Run 1, clock network drawn from the DEF:
(6 px per um)
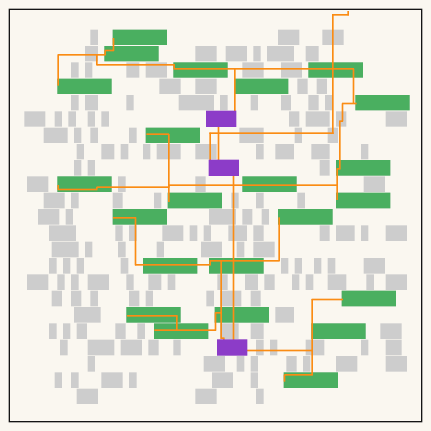
Run 1, metal 2:
(6 px per um)
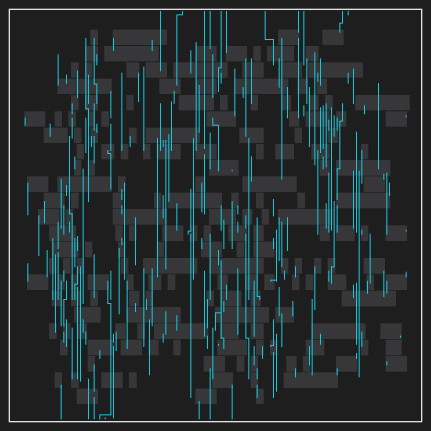
Run 1, cells colored by class:
(6 px per um) Fill, decap, tap and diode cells in gray.
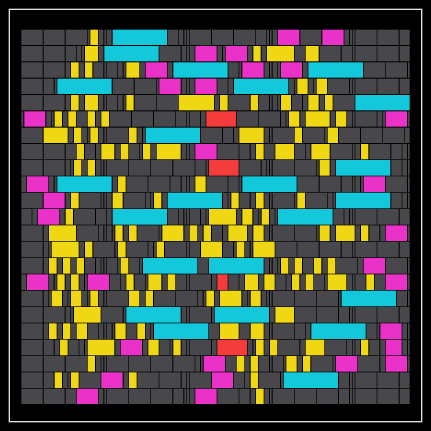
<file path="src/rtl/prime_scan_ctrl_if.sv">
// rtl/prime_scan_ctrl_if.sv - en/valid handshake between the scan sequencer and one prime checker unit
interface prime_scan_ctrl_if #(
    parameter int WIDTH = 4
);
    logic             pu_en_o;
    logic [WIDTH-1:0] pu_data_o;
    logic             pu_valid_i;
    logic             pu_prime_i;

    modport master (
        output pu_en_o,
        output pu_data_o,
        input  pu_valid_i,
        input  pu_prime_i
    );

    modport slave (
        input  pu_en_o,
        input  pu_data_o,
        output pu_valid_i,
        output pu_prime_i
    );
endinterface

</file>
<file path="src/rtl/prime_scan_ctrl.sv">
// rtl/prime_scan_ctrl.sv - range scanner driving one prime unit, counting and reporting primes found
// Optional WAIT timeout and sticky err_o are built only when PRIME_SCAN_TIMEOUT_EN is defined.
module prime_scan_ctrl #(
    parameter int WIDTH          = 4,
    parameter int TIMEOUT_CYCLES = 64
) (
    input  logic                 clk,
    input  logic                 rst_n,
    input  logic                 start_i,
    input  logic [WIDTH-1:0]     lo_i,
    input  logic [WIDTH-1:0]     hi_i,
    input  logic                 abort_i,
    prime_scan_ctrl_if.master    pu,
    output logic                 hit_valid_o,
    output logic [WIDTH-1:0]     hit_data_o,
    output logic [WIDTH:0]       count_o,
    output logic                 busy_o,
    output logic                 done_o,
    output logic                 err_o
);
    typedef enum logic [1:0] {S_IDLE, S_ISSUE, S_WAIT, S_DONE} state_t;

    state_t           state_q, state_d;
    logic [WIDTH-1:0] hi_q;
    logic [WIDTH-1:0] cur_d, hi_d, hit_data_d;
    logic [WIDTH:0]   count_d;
    logic             en_d, busy_d, done_d, hit_valid_d;
    logic             start_ok, start_any, accept, timeout;

    assign start_any = (state_q == S_IDLE) && start_i;
    assign start_ok  = start_any && (lo_i <= hi_i);
    assign accept    = (state_q == S_WAIT) && pu.pu_valid_i && !abort_i;

`ifdef PRIME_SCAN_TIMEOUT_EN
    localparam int CNT_W = $clog2(TIMEOUT_CYCLES + 1);
    logic [CNT_W-1:0] tmo_cnt_q;

    // Counter is zero in ISSUE, so the first WAIT cycle sees 0 and the last allowed sees TIMEOUT_CYCLES-1.
    always_ff @(posedge clk or negedge rst_n) begin
        if (!rst_n) begin
            tmo_cnt_q <= '0;
            err_o     <= 1'b0;
        end else begin
            tmo_cnt_q <= (state_q == S_WAIT) ? tmo_cnt_q + CNT_W'(1) : '0;
            if (start_any)
                err_o <= 1'b0;
            else if (timeout && !abort_i)
                err_o <= 1'b1;
        end
    end

    assign timeout = (state_q == S_WAIT) && !pu.pu_valid_i &&
                     (tmo_cnt_q == CNT_W'(TIMEOUT_CYCLES - 1));
`else
    logic unused_tmo;
    assign unused_tmo = ^TIMEOUT_CYCLES;
    assign timeout    = 1'b0;
    assign err_o      = 1'b0;
`endif

    always_ff @(posedge clk or negedge rst_n) begin
        if (!rst_n) begin
            state_q      <= S_IDLE;
            hi_q         <= '0;
            pu.pu_en_o   <= 1'b0;
            pu.pu_data_o <= '0;
            hit_valid_o  <= 1'b0;
            hit_data_o   <= '0;
            count_o      <= '0;
            busy_o       <= 1'b0;
            done_o       <= 1'b0;
        end else begin
            state_q      <= state_d;
            hi_q         <= hi_d;
            pu.pu_en_o   <= en_d;
            pu.pu_data_o <= cur_d;
            hit_valid_o  <= hit_valid_d;
            hit_data_o   <= hit_data_d;
            count_o      <= count_d;
            busy_o       <= busy_d;
            done_o       <= done_d;
        end
    end

    always_comb begin
        state_d = state_q;
        case (state_q)
            S_IDLE:  if (start_i) state_d = (lo_i <= hi_i) ? S_ISSUE : S_DONE;
            S_ISSUE: state_d = S_WAIT;
            S_WAIT: begin
                if (pu.pu_valid_i)
                    state_d = (pu.pu_data_o == hi_q) ? S_DONE : S_ISSUE;
                else if (timeout)
                    state_d = S_DONE;
            end
            S_DONE:  state_d = S_IDLE;
            default: state_d = S_IDLE;
        endcase
        // Abort wins over everything, including a result landing in the same cycle.
        if (abort_i && state_q != S_IDLE)
            state_d = S_IDLE;
    end

    // Registered outputs are computed from the next state so they line up with it.
    always_comb begin
        en_d        = (state_d == S_ISSUE);
        busy_d      = (state_d != S_IDLE);
        done_d      = (state_d == S_DONE);
        hit_valid_d = accept && pu.pu_prime_i;
        hit_data_d  = hit_valid_d ? pu.pu_data_o : hit_data_o;
        cur_d       = pu.pu_data_o;
        hi_d        = hi_q;
        count_d     = count_o;
        if (start_any)
            count_d = '0;
        else if (hit_valid_d)
            count_d = count_o + (WIDTH+1)'(1);
        if (start_ok) begin
            cur_d = lo_i;
            hi_d  = hi_i;
        end else if (accept && pu.pu_data_o != hi_q) begin
            cur_d = pu.pu_data_o + WIDTH'(1);
        end
    end
endmodule

</file>
<file path="src/flat_wrapper.sv">
// flat-port wrapper written by rule: the top's interface ports become plain ports
module prime_scan_ctrl_flat 
#(
    parameter int WIDTH          = 4,
    parameter int TIMEOUT_CYCLES = 64
)
  (clk, rst_n, start_i, lo_i, hi_i, abort_i, hit_valid_o, hit_data_o, count_o, busy_o, done_o, err_o, pu_pu_en_o, pu_pu_data_o, pu_pu_valid_i, pu_pu_prime_i);
  prime_scan_ctrl_if #(.WIDTH(WIDTH)) pu_i ();
  input  logic clk;
  input  logic rst_n;
  input  logic start_i;
  input  logic [WIDTH-1:0] lo_i;
  input  logic [WIDTH-1:0] hi_i;
  input  logic abort_i;
  output logic hit_valid_o;
  output logic [WIDTH-1:0] hit_data_o;
  output logic [WIDTH:0] count_o;
  output logic busy_o;
  output logic done_o;
  output logic err_o;
  output wire logic [$bits(pu_i.pu_en_o)-1:0] pu_pu_en_o;
  output wire logic [$bits(pu_i.pu_data_o)-1:0] pu_pu_data_o;
  input wire logic [$bits(pu_i.pu_valid_i)-1:0] pu_pu_valid_i;
  input wire logic [$bits(pu_i.pu_prime_i)-1:0] pu_pu_prime_i;
  assign pu_pu_en_o = pu_i.pu_en_o;
  assign pu_pu_data_o = pu_i.pu_data_o;
  assign pu_i.pu_valid_i = pu_pu_valid_i;
  assign pu_i.pu_prime_i = pu_pu_prime_i;
  prime_scan_ctrl #(.WIDTH(WIDTH), .TIMEOUT_CYCLES(TIMEOUT_CYCLES)) u_core (.clk(clk), .rst_n(rst_n), .start_i(start_i), .lo_i(lo_i), .hi_i(hi_i), .abort_i(abort_i), .pu(pu_i), .hit_valid_o(hit_valid_o), .hit_data_o(hit_data_o), .count_o(count_o), .busy_o(busy_o), .done_o(done_o), .err_o(err_o));
endmodule
</file>
<file path="config.mk">
export PLATFORM = sky130hd
export DESIGN_NAME = prime_scan_ctrl_flat
export DESIGN_NICKNAME = d
export VERILOG_FILES = /design/src/rtl/prime_scan_ctrl_if.sv /design/src/rtl/prime_scan_ctrl.sv /design/src/flat_wrapper.sv
export SDC_FILE = /design/constraint.sdc
export NUM_CORES = 1
export LEC_CHECK = 0
export ABC_AREA = 1
export ABC_CLOCK_PERIOD_IN_PS = 2300
export CAP_MARGIN = 20
export CELL_PAD_IN_SITES_DETAIL_PLACEMENT = 1
export CELL_PAD_IN_SITES_GLOBAL_PLACEMENT = 2
export CORE_MARGIN = 1.5
export CORE_UTILIZATION = 30
export DETAILED_ROUTE_END_ITERATION = 10
export PLACE_DENSITY_LB_ADDON = 0.1
export SLEW_MARGIN = 20
export SYNTH_ARGS = -nofsm -noshare
export SYNTH_HDL_FRONTEND = slang
export SYNTH_SLANG_ARGS = --single-unit
</file>
<file path="constraint.sdc">
create_clock -name clk -period 2.3 [get_ports clk]
set_input_delay 0.46 -clock clk [delete_from_list [all_inputs] [get_ports clk]]
set_output_delay 0.46 -clock clk [all_outputs]
set_load 0.005 [all_outputs]
</file>
==> reports/qor.txt, run 1 <==
Vias per cell -> 4.38
Pins Over Slew Limit -> 0
Clock H-tree levels -> 1
Number of enable flip-flop cells -> 0
Kind of launch point of the worst setup path -> input pin
Post-synthesis cell type with the largest instance count -> sky130_fd_sc_hd__nand2_1
R2R cell count -> 7
Min cycle time layout -> 1950 ps
Ordered list of cells on the worst path -> clkdlybuf4s50_1, inv_1, ha_1, nand2_1, nand2_1, nand2_1, nand2_1, nand2_1, nand2_1, inv_1, nand2_1, nand3_2
Fraction of power consumed by sequential logic -> 40.3%
Most numerous logic cell after layout -> sky130_fd_sc_hd__nand2_1
Summed negative setup slack over all endpoints -> 0 ps
Unique cell types -> 23
Hold Crit Endpoint -> u_core.hit_data_o[3]
Cell area reported after detailed placement -> 0.00164 sq mm
Largest delay share family, worst path -> simple AND/OR/NAND/NOR gates
Startpoint of the lowest-slack register-to-register path -> u_core.state_q[0]
Number of global-route vias before repair -> 1,099
Portion of total power attributed to the clock network -> 16.3%
Power density over the cells -> 962 mW/mm^2
Result of the run -> complete, no violations
Final GP Congestion -> 0.742
Capture point of the critical path -> u_core.pu.pu_data_o[0]
Share of flip-flops with an asynchronous set or reset -> 100%
Maximum Capacitance Violations -> 0
Largest net degree at the start of global routing -> 24
Instance count of the mapped netlist -> 154
Mapped Area -> 0.00129 sq mm
Setup Viol. Count Final -> 0
Peak supply drop -> 0.326 mV
Worst hold path startpoint -> u_core.hit_data_o[3]
Synth flops -> 23
Flop-to-flop setup slack -> 870 ps
Ports placed on the boundary -> 32
Count of tool warnings -> 26
Floorplan utilization -> 31.7%
Commonest cells after routing, fill and taps aside -> 43 x sky130_fd_sc_hd__nand2_1, 30 x sky130_fd_sc_hd__clkdlybuf4s50_1, 27 x sky130_fd_sc_hd__inv_1
TritonCTS buffer count -> 3
Arrival time at the worst endpoint -> 2110 ps
Worst setup slack before clock tree synthesis -> 49.5 ps
Chip area -> 0.00469 sq mm
Antenna Diode Count -> 0
WS Path Type -> input pin to flip-flop
Clk_lat worst skew -> 270 ps
Yosys Chip Area -> 0.00129 sq mm
Pint -> 0.987 mW
IO buf count -> 30
Final Cell Area -> 0.00168 sq mm
Remaining number of nets flagged by the antenna check after routing -> 0
Back to the opening pictures, 'clock network drawn from the DEF':
[flip-flops] green | count: 23
[clock wires] orange | length: 374 um
[clock-net drivers] purple | count: 3
routed clock nets	4

Back to the opening pictures, 'metal 2':
main direction	vertical
longest straight run	34.3 um
share of all routed wire	49%
GR Util met2: 25.0%
detailed-route via count: 1,039
overall routed net length: 3.07 mm

Back to the opening pictures, 'cells colored by class':
class	color	cells	share of their area
registers	cyan	23	35%
remaining logic cells	yellow	129	43%
clock drivers and dummy loads	red	4	2.9%
remaining buffers and delay cells	magenta	31	19%

[run 1: metal layers]
metal | wire length, um | vias up | track usage (%) | share of wire [%]
li1 | - | 534 | - | -
met1 | 1440 | 484 | 18.6 | 47
met2 | 1500 | 17 | 25.0 | 49
met3 | 78 | 4 | 2.47 | 2.5
met4 | 48 | 0 | 6.00 | 1.6
met5 | 0 | - | 0 | 0
[run 1: power groups by stage]
stage	clock network (mW)	logic (mW)	registers (mW)
final	0.264	0.703	0.652
after global routing	0.293	0.811	0.671
after CTS	0.278	0.722	0.656
after detailed placement	0	0.720	0.662
after global placement	0	0.699	0.659
after floorplan	0	0.416	0.639
[run 1: cells by family after synthesis]
family	Yosys count	share of synthesized area [%]
buffers and inverters	30	9.63
flip-flops	23	44.7
XOR/XNOR	5	3.40
AND-OR/OR-AND	13	5.93
adder cells (fa/ha/maj)	6	5.84
AND/OR/NAND/NOR	76	30.2
other	1	0.292
[run 1: flip-flops by register name, indices dropped and copies added, names as in the netlist]
register,cells
u_core.busy_o,1
u_core.count_o,5
u_core.done_o,1
u_core.hi_q,4
u_core.hit_data_o,4
u_core.hit_valid_o,1
u_core.pu.pu_data_o,4
u_core.pu.pu_en_o,1
u_core.state_q,2
[run 1: cell type report]
type | count | area, sq um
inverter | 28 | 105
timing repair buffer | 31 | 308
fill | 493 | 2370
sequential | 23 | 576
clock inverter | 1 | 5.00
tap | 50 | 62.6
clock buffer | 3 | 41.3
multi-input combinational | 101 | 587
[run 1: metrics by stage]
step,util (%),hold slack (ps),instances
after global routing,41.5,526,237
after detailed placement,40.4,473,233
after floorplan,-,164,154
after CTS,41.5,494,237
final,41.5,488,237
after global placement,40.4,465,233
==> run 1 -> run 2 <==
Settings changed: ABC_CLOCK_PERIOD_IN_PS 2300 to 2000, CORE_UTILIZATION 30 to 28.
Clock period 2.3 ns to 2 ns, I/O delays scaled along.
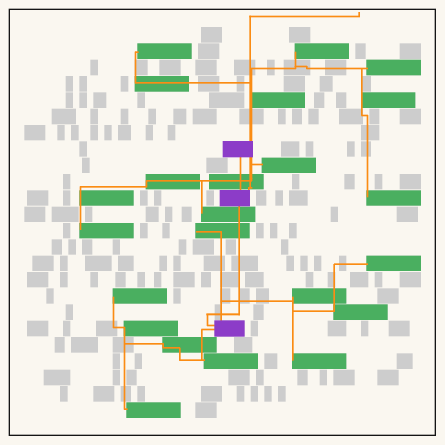
Run 2: clock network drawn from the DEF
(6 px per um)
[clock wires] orange | length: 337 um
[clock-net drivers] purple | count: 3
[flip-flops] green | count: 23
routed clock nets	4
setup skew after layout: 4.10 ps
Clk. pwr: 0.294 mW
portion of total power attributed to the clock network: 15.8%
clk_lat worst skew: 270 ps

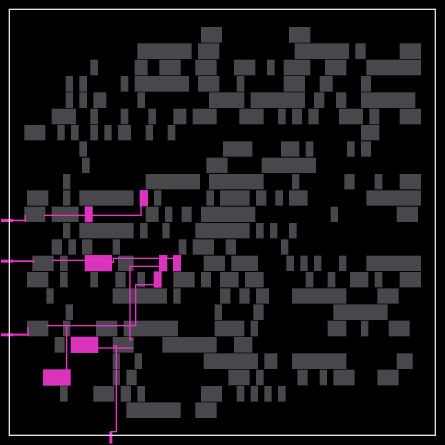
Run 2: I/O nets highlighted
(6 px per um)
port	color	bits	direction	edge	end cells	buffers	wire
lo_i	magenta	4	input	3 left, 1 bottom	8	4	128 um
ports placed on the boundary: 32
IO buf count: 30

==> run 2 against run 1 <==
  * Sequential power rose by 16%
  * Clock power rose by 11%
  * Sequential cell count did not move
  * Global-route usage fell by 1.6 points
  * Cell count rose by 1.3%
  * Via count rose by 1.9%
  * Sequential share of layout area fell by 0.20 points
  * Clock skew fell by 4.2 ps
  * Hold slack got worse by 7.9 ps
  * Critical path type unchanged
  * Critical endpoint is now u_core.hi_q[3]
  * Largest power group unchanged
  * Highest routed layer unchanged
==> reports/qor.txt, run 2 <==
Final GP Congestion -> 0.738 (-0.51%)
Unique cell types -> 23 (unchanged)
Most common library cells after synthesis -> 43 x sky130_fd_sc_hd__nand2_1, 27 x sky130_fd_sc_hd__inv_1, 23 x sky130_fd_sc_hd__dfrtp_1, 11 x sky130_fd_sc_hd__nand3_1, 6 x sky130_fd_sc_hd__ha_1
Post-cts hold-fix buffer tally -> 0
Commonest cells after routing, fill and taps aside -> 43 x sky130_fd_sc_hd__nand2_1, 30 x sky130_fd_sc_hd__clkdlybuf4s50_1, 27 x sky130_fd_sc_hd__inv_1
Path type of the worst min-delay path -> input pin to asynchronous set/reset pin
Peak supply drop -> 0.305 mV (-6.3%)
Width of the die -> 70.8 um
Overflow left after global routing -> 0
Post-CTS repair timing setup buffer count -> 0
Peak clock frequency supported by timing -> 0.575 GHz
Hold Slack -> 480 ps (-7.93 ps)
Yosys Chip Area -> 0.00129 sq mm (unchanged)
Post-Syn Nets -> 174
Clock tree from TritonCTS -> done
M1 GR Usage -> 15.5% (-3.1 points)
Most numerous logic cell after layout -> sky130_fd_sc_hd__nand2_1
TritonCTS buffer count -> 3 (unchanged)
Highest routing layer actually used -> met4
Result of the run -> complete, no violations
Worst Path Buf+Inv -> 3
Arrival time at the worst endpoint -> 1890 ps (-220 ps)
Chip area -> 0.00501 sq mm (+6.8%)
Largest net degree at the start of global routing -> 24 (unchanged)
WS Path Type -> input pin to flip-flop
Number of global-route vias before repair -> 1,165 (+6.0%)
Worst setup slack before clock tree synthesis -> -36.7 ps (-86.2 ps)
Post-synthesis cell type with the largest instance count -> sky130_fd_sc_hd__nand2_1
Number of enable flip-flop cells -> 0 (unchanged)
Setup Viol. Count Final -> 0 (unchanged)
Detail Placement HPWL -> 2.40 mm
Power density over the cells -> 1100 mW/mm^2 (+14%)
Routing layer with the top usage in global route -> met2
Remaining number of nets flagged by the antenna check after routing -> 0 (unchanged)
Top area contributor share -> 44.7%
Aggregate global-route resource usage -> 13.2%
Count of instances resized after the clock tree is built -> 0
Kind of end point of the critical path -> flip-flop
Cell Count Post-Placement -> 236 (+1.3%)
Kind of launch point of the worst setup path -> input pin
Pins Over Slew Limit -> 0 (unchanged)
Met3 WL post-DR -> 68 um (-13%)
Length of the first detailed-routing pass in iterations -> 3
Placement Rows -> 24
Wire length on met2 -> 1.50 mm (about the same)
GR Util met2 -> 24.2% (-0.80 points)
Maximum Capacitance Violations -> 0 (unchanged)
Area overhead of the layout relative to synthesis -> 31.7%
Min cycle time layout -> 1740 ps
Synth flops -> 23 (unchanged)
Count of tool warnings -> 26 (unchanged)
Largest delay share family, worst path -> buffers and inverters
Flip-flop count of the largest register, all copies and words added -> 5 (unchanged)
Final cycle utilization of the critical path -> 86.9%
Final std cells w/o fill -> 240 (+1.3%)
Share of flip-flops with an asynchronous set or reset -> 100% (unchanged)
Overall routed net length -> 2.97 mm (-3.0%)
Ordered list of cells on the worst path -> clkdlybuf4s50_1, inv_1, ha_1, a21oi_1, nand2_1, nand2_1, nand2_1, buf_4, nand2_1, o21ai_0
Top reg by flops -> u_core.count_o
Floorplan utilization -> 29.3% (-2.4 points)
Antenna Diode Count -> 0 (unchanged)
Stage delay of the slowest cell on the critical path -> 460 ps
Hold violation total from the final report -> 0
Met1 wire length -> 1.36 mm (-5.5%)
Drc violations -> 0
Detailed-route via count -> 1,059 (+1.9%)
Final core utilization -> 38.6% (-2.9 points)
Final Cell Area -> 0.00169 sq mm (+0.59%)
Instance count of the mapped netlist -> 154 (unchanged)
Cell area reported after detailed placement -> 0.00165 sq mm (+0.61%)
Final total power -> 1.86 mW
CP max stage cell -> sky130_fd_sc_hd__clkdlybuf4s50_1
Dominant cells by area after synthesis -> sky130_fd_sc_hd__dfrtp_1 45%, sky130_fd_sc_hd__nand2_1 13%, sky130_fd_sc_hd__inv_1 7.9%
Clock H-tree levels -> 1 (unchanged)
Met3 track demand over resource in global routing -> 1.85% (-0.62 points)
Summed negative setup slack over all endpoints -> 0 ps (unchanged)
Mapped Area -> 0.00129 sq mm (unchanged)
Vias per cell -> 4.41 (+0.65%)
-- run 2: cell counts after synthesis --
No cell type changed its count.
-- run 2: layout make-up --
class	instances	area, sq um
clock buffers	3	41.3
clock inverters	1	5.00
fillers	529	2690
inverters	28	105
multi-input cells	101	587
flip-flops and latches	23	576
well taps	52	65.1
repair buffers	32	315
-- run 2: path summary, 6_finish.rpt --
check                                          start                     end  slack (ps)  cells past startpoint
worst min-delay path                           rst_n       u_core.count_o[4]         480                      2
worst min register to register  u_core.hit_data_o[1]    u_core.hit_data_o[1]         490                      2
max in group asynchronous                      rst_n  u_core.pu.pu_data_o[0]        1280                      2
min in group clk                u_core.hit_data_o[1]    u_core.hit_data_o[1]         490                      2
worst max-delay path                         hi_i[3]          u_core.hi_q[3]         260                     10
worst max register to register     u_core.state_q[0]       u_core.count_o[3]         560                      7
-- run 2: kinds of logic (layout without fill, tap and decap cells) --
logic type / after synthesis / after routing / share of synthesized area (%)
xor+xnor: 5 / 5 / 3.40
simple gates: 76 / 76 / 30.2
buf+inv: 30 / 64 / 9.63
fa+ha+maj: 6 / 6 / 5.84
compound gates: 13 / 13 / 5.93
other cells: 1 / 1 / 0.292
flops: 23 / 23 / 44.7
-- run 2: worst reg2reg max path, cell delays in order (launching register included) --
cell	delay, ps
sky130_fd_sc_hd__dfrtp_1	420
sky130_fd_sc_hd__nor2_2	160
sky130_fd_sc_hd__nand2_2	100
sky130_fd_sc_hd__nor2_4	220
sky130_fd_sc_hd__nand2_4	170
sky130_fd_sc_hd__nor2_4	120
sky130_fd_sc_hd__o21ai_1	70
sky130_fd_sc_hd__a21oi_1	110
-- run 2: where the power goes --
group	switching (mW)	leakage [nW]	internal [mW]
logic	0.428	0.551	0.385
clock network	0.155	0.0255	0.139
registers	0.140	0.299	0.615
==> run 2 -> run 3 <==
--- a/config.mk
+++ b/config.mk
@@ -15,5 +15,4 @@
 export DETAILED_ROUTE_END_ITERATION = 10
 export PLACE_DENSITY_LB_ADDON = 0.1
-export SLEW_MARGIN = 20
 export SYNTH_ARGS = -nofsm -noshare
 export SYNTH_HDL_FRONTEND = slang
==> constraint.sdc (replaced) <==
create_clock -name clk -period 2 [get_ports clk]
set_input_delay 0.4 -clock clk [delete_from_list [all_inputs] [get_ports clk]]
set_output_delay 0.4 -clock clk [all_outputs]
set_load 0.02 [all_outputs]
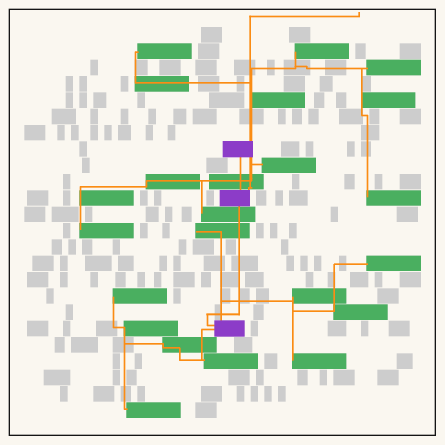
Run 3: clock network drawn from the DEF
(6 px per um)
[flip-flops] green | count: 23
[clock-net drivers] purple | count: 3
[clock wires] orange | length: 337 um
routed clock nets	4

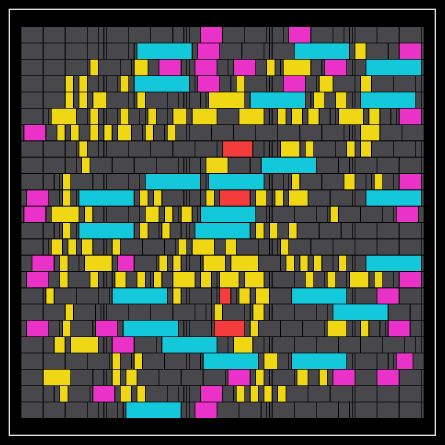
Run 3: cells colored by class
(6 px per um) Fill, decap, tap and diode cells in gray.
class	color	cells	share of their area
registers	cyan	23	35%
remaining buffers and delay cells	magenta	32	19%
remaining logic cells	yellow	129	42%
clock drivers and dummy loads	red	4	2.8%

==> run 3 against run 2 <==
  * Clock skew stayed put
  * Via count stayed put
  * First-iteration DRC count stayed put
  * Cell count stayed put
  * Critical endpoint is now pu_pu_data_o[1]
  * Critical path type is now flip-flop to output port
  * Power is 6.2% higher
  * Sequential share of layout area stayed put
==> reports/qor.txt, run 3 <==
Width of the die -> 70.8 um (unchanged)
Sequential portion of the cell area -> 34.0% (unchanged)
CP max stage cell -> sky130_fd_sc_hd__clkdlybuf4s50_1
Final core utilization -> 38.6% (unchanged)
Result of the run -> complete, no violations
Number of global-route vias before repair -> 1,165 (unchanged)
Kind of end point of the critical path -> output port
Commonest cells after routing, fill and taps aside -> 43 x sky130_fd_sc_hd__nand2_1, 30 x sky130_fd_sc_hd__clkdlybuf4s50_1, 27 x sky130_fd_sc_hd__inv_1
Number of multi-input combinational cells -> 101 (unchanged)
Yosys Chip Area -> 0.00129 sq mm (unchanged)
Number of clock buffers in the layout -> 3 (unchanged)
Area of the multi-input gates -> 587 sq um (unchanged)
Post-cts hold-fix buffer tally -> 0 (unchanged)
Stage delay of the slowest cell on the critical path -> 650 ps (+190 ps)
Final cycle utilization of the critical path -> 89.9% (+3.0 points)
Most numerous logic cell after layout -> sky130_fd_sc_hd__nand2_1
Hold Slack -> 480 ps (unchanged)
Top reg by flops -> u_core.count_o
Share of flip-flops with an asynchronous set or reset -> 100% (unchanged)
Cell Count Post-Placement -> 236 (unchanged)
R2R cell count -> 7 (unchanged)
IO buf count -> 30 (unchanged)
Maximum Capacitance Violations -> 0 (unchanged)
Overall routed net length -> 2.97 mm (unchanged)
Setup Viol. Count Final -> 0 (unchanged)
Power density over the cells -> 1170 mW/mm^2 (+6.2%)
Clock tree cell share of total cell area -> 2.73% (unchanged)
Register area -> 576 sq um (unchanged)
Post-CTS repair timing setup buffer count -> 0 (unchanged)
Area overhead of the layout relative to synthesis -> 31.7% (unchanged)
Detail Placement HPWL -> 2.40 mm (unchanged)
Remaining number of nets flagged by the antenna check after routing -> 0 (unchanged)
Largest delay share family, worst path -> buffers and inverters
Antenna Diode Count -> 0 (unchanged)
Mapped Area -> 0.00129 sq mm (unchanged)
Peak supply drop -> 0.313 mV (+2.6%)
Dominant cells by area after synthesis -> sky130_fd_sc_hd__dfrtp_1 45%, sky130_fd_sc_hd__nand2_1 13%, sky130_fd_sc_hd__inv_1 7.9%
Synth flops -> 23 (unchanged)
Floorplan utilization -> 29.3% (unchanged)
Setup skew after layout -> 4.10 ps (unchanged)
Drc violations -> 0 (unchanged)
Most common library cells after synthesis -> 43 x sky130_fd_sc_hd__nand2_1, 27 x sky130_fd_sc_hd__inv_1, 23 x sky130_fd_sc_hd__dfrtp_1, 11 x sky130_fd_sc_hd__nand3_1, 6 x sky130_fd_sc_hd__ha_1
Pins Over Slew Limit -> 0 (unchanged)
Post-synthesis cell type with the largest instance count -> sky130_fd_sc_hd__nand2_1
Clock H-tree levels -> 1 (unchanged)
Placement Rows -> 24 (unchanged)
Summed negative setup slack over all endpoints -> 0 ps (unchanged)
Fill count -> 529 (unchanged)
Final GP Congestion -> 0.738 (unchanged)
Ordered list of cells on the worst path -> clkdlybuf4s50_1
Arrival time at the worst endpoint -> 1400 ps (-490 ps)
Worst Path Buf+Inv -> 1 (-2)
WS Path Type -> flip-flop to output port
Kind of launch point of the worst setup path -> flip-flop
-- run 3: cell counts after synthesis --
Identical to the previous run, type by type.
-- run 3: metrics by stage --
step	setup WS, ps	instance area, sq um	power (mW)
2_1_floorplan	516	1290	1.33
3_3_place_gp	8.12	1650	1.68
3_5_place_dp	-36.7	1650	1.71
4_1_cts	186	1690	2.02
5_1_grt	133	1690	2.17
6_report	202	1690	1.98
-- run 3: power by group --
part           internal, mW  total, mW  switching [mW]
registers             0.615      0.755           0.140
logic                 0.388      0.929           0.541
clock network         0.139      0.294           0.155
-- run 3: cells by family (layout without fill, tap and decap cells) --
group	Yosys count	in the layout	synth area share (%)
buffers and inverters	30	64	9.63
DFF	23	23	44.7
adders and majority gates	6	6	5.84
AOI/OAI and AO/OA	13	13	5.93
and+or+nand+nor	76	76	30.2
other	1	1	0.292
xor gates and xnor gates	5	5	3.40
-- run 3: final timing paths --
check	start	end
min	rst_n	u_core.count_o[4]
max in group asynchronous	rst_n	u_core.pu.pu_data_o[0]
min in group clk	u_core.hit_data_o[1]	u_core.hit_data_o[1]
max	u_core.pu.pu_data_o[1]	pu_pu_data_o[1]
min reg2reg	u_core.hit_data_o[1]	u_core.hit_data_o[1]
max reg2reg	u_core.state_q[0]	u_core.count_o[3]
-- run 3: routing by layer --
layer | vias to the layer above | part of all wire [%] | track usage [%]
met5 | - | 0 | 0
met2 | 18 | 50 | 24.2
met3 | 4 | 2.3 | 1.85
met1 | 500 | 46 | 15.5
met4 | 0 | 1.6 | 5.03
li1 | 537 | - | -
Power is estimated from default activity; no workload was simulated.
